--- src/rtl/approx_seq_mul.sv ---
// approx_seq_mul: sequential shift-add unsigned multiplier, one multiplier bit per cycle.
// Approximate mode discards partial products in columns below DROP_COLS and clears the
// low TRUNC_BITS bits of the product. Operands and results use valid/ready handshakes.
module approx_seq_mul #(
    parameter int unsigned WIDTH      = 6,
    parameter int unsigned DROP_COLS  = 5,
    parameter int unsigned TRUNC_BITS = 4
) (
    input  logic                 clk,
    input  logic                 rst_n,
    input  logic                 in_valid,
    output logic                 in_ready,
    input  logic [WIDTH-1:0]     in_a,
    input  logic [WIDTH-1:0]     in_b,
    input  logic                 approx_en,
    output logic                 out_valid,
    input  logic                 out_ready,
    output logic [2*WIDTH-1:0]   out_p,
    output logic                 busy
);

    localparam int unsigned CW = $clog2(WIDTH + 1);

    localparam logic [1:0] S_IDLE = 2'd0;
    localparam logic [1:0] S_RUN  = 2'd1;
    localparam logic [1:0] S_DONE = 2'd2;

    logic [1:0]         state;
    logic [WIDTH-1:0]   a_q;
    logic [WIDTH-1:0]   b_q;      // shifted right each step, b_q[0] is multiplier bit k
    logic               mode_q;
    logic [CW-1:0]      k;
    logic [2*WIDTH-1:0] acc;
    logic [WIDTH-1:0]   a_masked;
    logic [2*WIDTH-1:0] pp;
    logic [2*WIDTH-1:0] res;

    // Partial product for step k: multiplicand bits in dropped columns are masked off
    always_comb begin
        a_masked = '0;
        for (int unsigned i = 0; i < WIDTH; i++) begin
            a_masked[i] = a_q[i] & (~mode_q | ((i + 32'(k)) >= DROP_COLS));
        end
        pp = '0;
        if (b_q[0]) begin
            pp = {{WIDTH{1'b0}}, a_masked} << k;
        end
    end

    // Final product: low bits cleared in approximate mode
    always_comb begin
        res = acc;
        for (int unsigned j = 0; j < 2 * WIDTH; j++) begin
            if (mode_q && (j < TRUNC_BITS)) begin
                res[j] = 1'b0;
            end
        end
    end

    // Control FSM and datapath; the extra RUN cycle at k==WIDTH registers the result
    always_ff @(posedge clk) begin
        if (!rst_n) begin
            state  <= S_IDLE;
            a_q    <= '0;
            b_q    <= '0;
            mode_q <= 1'b0;
            k      <= '0;
            acc    <= '0;
            out_p  <= '0;
        end else begin
            case (state)
                S_IDLE: begin
                    if (in_valid) begin
                        a_q    <= in_a;
                        b_q    <= in_b;
                        mode_q <= approx_en;
                        acc    <= '0;
                        k      <= '0;
                        state  <= S_RUN;
                    end
                end
                S_RUN: begin
                    if (k == CW'(WIDTH)) begin
                        out_p <= res;
                        state <= S_DONE;
                    end else begin
                        acc <= acc + pp;
                        b_q <= b_q >> 1;
                        k   <= k + 1'b1;
                    end
                end
                S_DONE: begin
                    if (out_ready) begin
                        state <= S_IDLE;
                    end
                end
                default: state <= S_IDLE;
            endcase
        end
    end

    assign in_ready  = (state == S_IDLE);
    assign out_valid = (state == S_DONE);
    assign busy      = (state != S_IDLE);

endmodule

--- config.mk ---
export PLATFORM = sky130hd
export DESIGN_NAME = approx_seq_mul
export DESIGN_NICKNAME = d
export VERILOG_FILES = /design/src/rtl/approx_seq_mul.sv
export SDC_FILE = /design/constraint.sdc
export NUM_CORES = 1
export LEC_CHECK = 0
export CAP_MARGIN = 10
export CORE_MARGIN = 5
export CORE_UTILIZATION = 56
export CTS_CLUSTER_SIZE = 12
export DETAILED_ROUTE_END_ITERATION = 7
export PLACE_DENSITY = 0.8
export SLEW_MARGIN = 20
export SYNTH_ARGS = -nofsm -noshare
export SYNTH_HDL_FRONTEND = slang
export SYNTH_SLANG_ARGS = --single-unit
--- constraint.sdc ---
create_clock -name clk -period 4.6 [get_ports clk]
set_clock_uncertainty 0.2 [all_clocks]
set_input_delay 0.92 -clock clk [delete_from_list [all_inputs] [get_ports clk]]
set_output_delay 0.92 -clock clk [all_outputs]
set_load 0.02 [all_outputs]
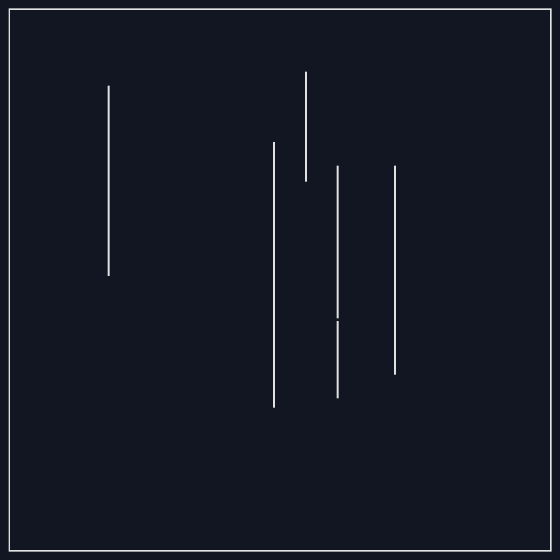
Run 1: M4 wires
6 nets have wire on it. The wires run mostly vertical. The layer carries 144 µm of wire.

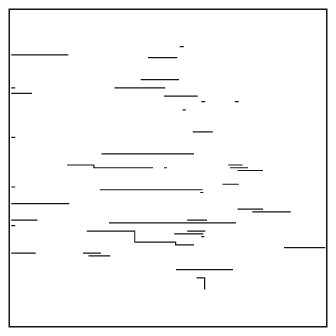
Run 1: signal wires on met3
The longest straight run is 31.0 µm. The layer holds 5.1% of the routed length. 29 nets have wire on it.
vias after detailed routing: 2374
final wirelength: 6.03 mm
GR met3 Demand/Resource: 5.03%

==> ci_impl_report.md, run 1 <==
### Metrics collected by this job

| Metric | Value |
|---|---|
| Outcome | completed |
| Most frequent logic cell in the layout | nand2_1 |
| Cell Rows | 24 |
| Core area | 0.00441 mm² |
| Placed cell areas | 0.00290 mm² |
| CP max FO | 18 |
| CTS Buf Count | 5 |
| Max Used Layer | met4 |
| RSZ-0062 raised after global routing | false |
| Logic family by area | simple AND/OR/NAND/NOR gates |
| TritonRoute pass-1 iters | 5 |
| Fin crit period | slightly below 4000 ps |
| CP delay by family, top | AND-OR/OR-AND gates |
| Top Ports | 32 |
| HPWL Detailed | 4.42 mm |
| Hold_ws | 257 ps |
| Worst setup EP type | register |
| Worst endpoint required time | 4600 ps |
| DIE AREA | approximately 0.0061 mm² |
| Largest net degree at the start of global routing | 32 |
| P_sw | 0.207 mW |
| WL met1 | 2.85 mm |
| Setup WS post-layout | 694 ps |
| GR Util met1 | 27.5% |
| Comb power frac | 14.1% |
| Final ANT Viol Nets | 0 |
| Setup_tns | 0 ps |
| Met3 wire len | approximately 310 µm |
| Pins Over Slew Limit | 0 |
| Util after Layout | 67.7% |
| CTS Hold Buffers Added | 0 |
| RD Place Congestion | about 0.89 |
| Ao+oa area frac | 20.2% |
| Floorplan Nets | 372 |
| Root Driver | clkbuf_8 |
| Adder-cell share of the synthesized area | about 11% |
| Residual DRC | 0 |
| Clock Sinks | ~42 |
| Final Cell Area | between 0.002 and 0.003 mm² |
| Die Ht | a little under 80 µm |
| GRT met2 Usage | approximately a third |
| Non-Filler Instances | about 410 |
| Dominant Register Cell | dfxtp_1 |
| Ys async rst share | 0% |
| Static leakage | 1.15 nW |
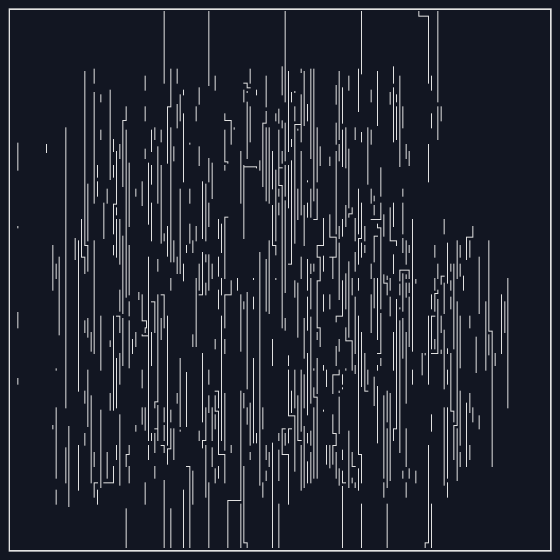
Run 1: met2 routing
The layer holds 45% of the routed length. The wires run mostly vertical. 323 nets have wire on it.

run 1: registers in the layout (all words and copies together) (netlist names):
name,count
acc,12
b_q,6
out_p,12
a_q,6
mode_q,1
k,3
state,2
run 1: synth_stat cells, drive strengths merged (3+ instances only):
cell / count / area share, %
buf: 5 / 1.3
dfxtp: 42 / 32
o211ai: 5 / 1.6
nand2: 65 / 9.6
nand4: 4 / 1.2
nand3b: 3 / 0.87
nand3: 12 / 2.3
or3: 3 / 0.72
xnor2: 5 / 1.7
ha: 22 / 11
nor3: 6 / 1.3
a311oi: 5 / 1.7
nor2: 29 / 4.2
nand2b: 3 / 0.72
a21oi: 32 / 6.2
a21boi: 3 / 0.87
o21ai: 12 / 2.3
clkbuf: 11 / 2.4
a22oi: 6 / 1.7
nor2b: 15 / 3.9
inv: 14 / 2.0
and3: 4 / 0.96
run 1: layout make-up:
| type | instances | area share, % |
|---|---|---|
| Clock inverter | 3 | 0.712 |
| Clock buffer | 5 | 2.30 |
| Multi-Input combinational cell | 260 | 53.8 |
| Sequential cell | 42 | 28.1 |
| Inverter | 14 | 1.76 |
| Timing Repair Buffer | 34 | 11.1 |
| Tap cell | 52 | 2.18 |
run 1: power groups by stage:
stage / logic [mW] / clock network, mW / registers (mW)
2_1_floorplan: 0.0714 / 0 / 0.390
3_5_place_dp: 0.102 / 0 / 0.393
5_1_grt: 0.114 / 0.266 / 0.386
6_report: 0.103 / 0.242 / 0.385
4_1_cts: 0.102 / 0.246 / 0.384
3_3_place_gp: 0.101 / 0 / 0.393
run 1: final timing paths:
kind / startpoint / endpoint / cells past startpoint / slack, ps
setup reg to reg: k[2] / acc[11] / 17 / 690
setup / recovery: k[2] / acc[11] / 17 / 690
hold / removal: out_p[10] / out_p[10] / 2 / 260
hold reg to reg: out_p[10] / out_p[10] / 2 / 260
Run 1, routing congestion map:
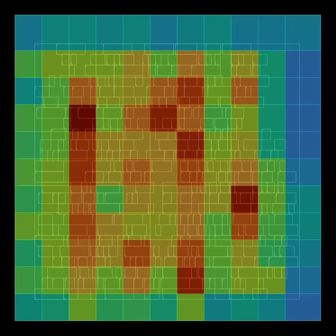

--- run 2 (diff from run 1) ---
- CORE_UTILIZATION: 56 -> 50
- PLACE_DENSITY: 0.8 -> 0.76
- clock period: 4.6 -> 3.38 ns (I/O delays scaled with it)
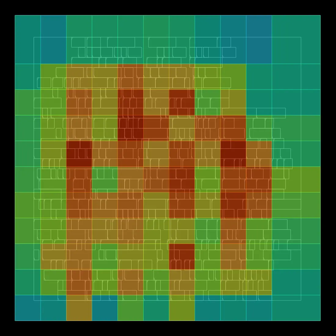
Run 2: routing congestion map
busiest grt layer: met2
GR Util met1: 28.4%
GRT met2 Usage: 37.3%
Tot GR Track Use: 22.1%
GR met3 Demand/Resource: 3.62%

==> run 2 against run 1 <==
Compared with the run above:
- the run now ends with setup timing left
- synthesized cell count is the same
- final cell count grew 13%
- die size grew 10%
- final area grew 20%
- critical path depth grew 1
- utilization grew 3.1 points
- fmax grew 9.7%
- clock power grew 36%
- critical path type unchanged
- largest cell class unchanged
- largest power group unchanged
==> ci_impl_report.md, run 2 <==
### Metrics collected by this job

| Metric | Value |
|---|---|
| Outcome | finished with violations |
| Failing checks | setup timing |
| TritonRoute pass-1 iters | 4 (-1) |
| Top Ports | 32 (unchanged) |
| Clock Sinks | 42 (unchanged) |
| CTS Hold Buffers Added | 0 (unchanged) |
| Final ANT Viol Nets | 0 (unchanged) |
| CP max FO | 5 (-13) |
| Placed cell areas | 0.00322 mm² (+11%) |
| RD Place Congestion | 0.888 (about the same) |
| Util after Layout | 70.8% (+3.1 points) |
| Ys async rst share | 0% (unchanged) |
| Static leakage | 1.36 nW (+19%) |
| # setup viols final | 3 |
| Floorplan Nets | 372 (unchanged) |
| CTS Buf Count | 5 (unchanged) |
| Cell Rows | 26 (+8.3%) |
| Hold_ws | 255 ps (-1.34 ps) |
| Core area | 0.00507 mm² (+15%) |
| Fin crit period | 3560 ps (-346 ps) |
| Vias after detailed routing | 2540 (+7.0%) |
| Final Cell Area | 0.00359 mm² (+20%) |
| Area share, top type | 32.4% (unchanged) |
| Synth area leader | dfxtp_1 |
| Worst endpoint required time | 3380 ps (-1220 ps) |
| Commonest cells post-synth | nand2_1 (63), dfxtp_1 (42), a21oi_1 (32), nor2_1 (29), ha_1 (22) |
| HPWL Detailed | 4.90 mm (+11%) |
| RSZ-0062 raised after global routing | true |
| Pins Over Slew Limit | 0 (unchanged) |
| Final wirelength | 7.02 mm (+16%) |
| Worst setup EP type | register |
| Most frequent logic cell in the layout | nand2_1 |
| Non-Filler Instances | 464 (+13%) |
| Root Driver | clkbuf_8 |
| CP delay by family, top | AND-OR/OR-AND gates |
| Setup_tns | -387 ps (-387 ps) |
| Setup WS post-layout | -180 ps (-874 ps) |
| Dominant Register Cell | dfxtp_1 |
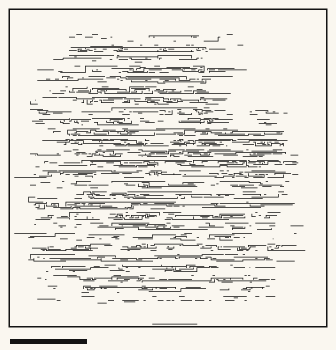
Run 2: met1 routing
The bar under the picture is 20 µm long.
The layer carries 3200 µm of wire. The layer holds 46% of the routed length. The wires run mostly horizontal. 403 nets have wire on it.

run 2: cell types whose count changed in the layout (fill, tap and decap cells not counted), moves of 5 or more:
cell     delta
ha_1       -10
ha_4        +8
buf_4      +32
a21oi_1     -5
o21ai_2     +5
o21ai_0     -5
run 2: routing by layer:
layer	routed length (µm)	share of wire, %	global-route usage (%)
met1	3200	46	28.4
met2	3470	49	37.3
met3	222	3.2	3.62
met4	125	1.8	7.97
met5	0	0	0
run 2: cell type report:
class                      count  area share (%)
clock buffer                   6            2.02
clock inverter                 2           0.383
inverter                      14            1.60
multi-input combinational    260            52.5
sequential                    42            23.7
tap                           70            2.44
timing repair buffer          70            17.5
run 2: path summary, 6_finish.rpt:
check	from	to	slack, ps	cells past startpoint
hold reg to reg	out_p[8]	out_p[8]	260	2
setup / recovery	k[1]	acc[11]	-180	18
hold / removal	out_p[8]	out_p[8]	260	2
setup reg to reg	k[1]	acc[11]	-180	18
run 2: kinds of logic after synthesis:
family	Yosys count	synth area share [%]
and+or+nand+nor	148	27.1
AOI/OAI and AO/OA	80	20.2
DFF	42	32.4
buffers and inverters	30	5.74
adders and majority gates	23	11.4
xor gates and xnor gates	7	2.36
muxes	2	0.820
run 2: tightest hold or removal path, cell delays in order, from the launching register on:
cell	delay [ps]
dfxtp_1	310
nand2_1	50
a21oi_1	50
run 2: repair_timing:
| action | in CTS | in global routing |
|---|---|---|
| hold endpoints to repair | 0 | 0 |
| resized | 35 | 24 |
| pin swaps | 13 | 29 |
| endpoints found under the setup margin | 4 | 5 |
| buffers inserted | 2 | 1 |
run 2: report_power, final:
group / internal, mW / total [mW] / switching [mW]
Combinational: 0.0892 / 0.198 / 0.109
Clock: 0.146 / 0.329 / 0.183
Sequential: 0.509 / 0.522 / 0.0126
Total: 0.744 / 1.05 / 0.304
No activity file was given, so power comes from the tool's default toggle rates.
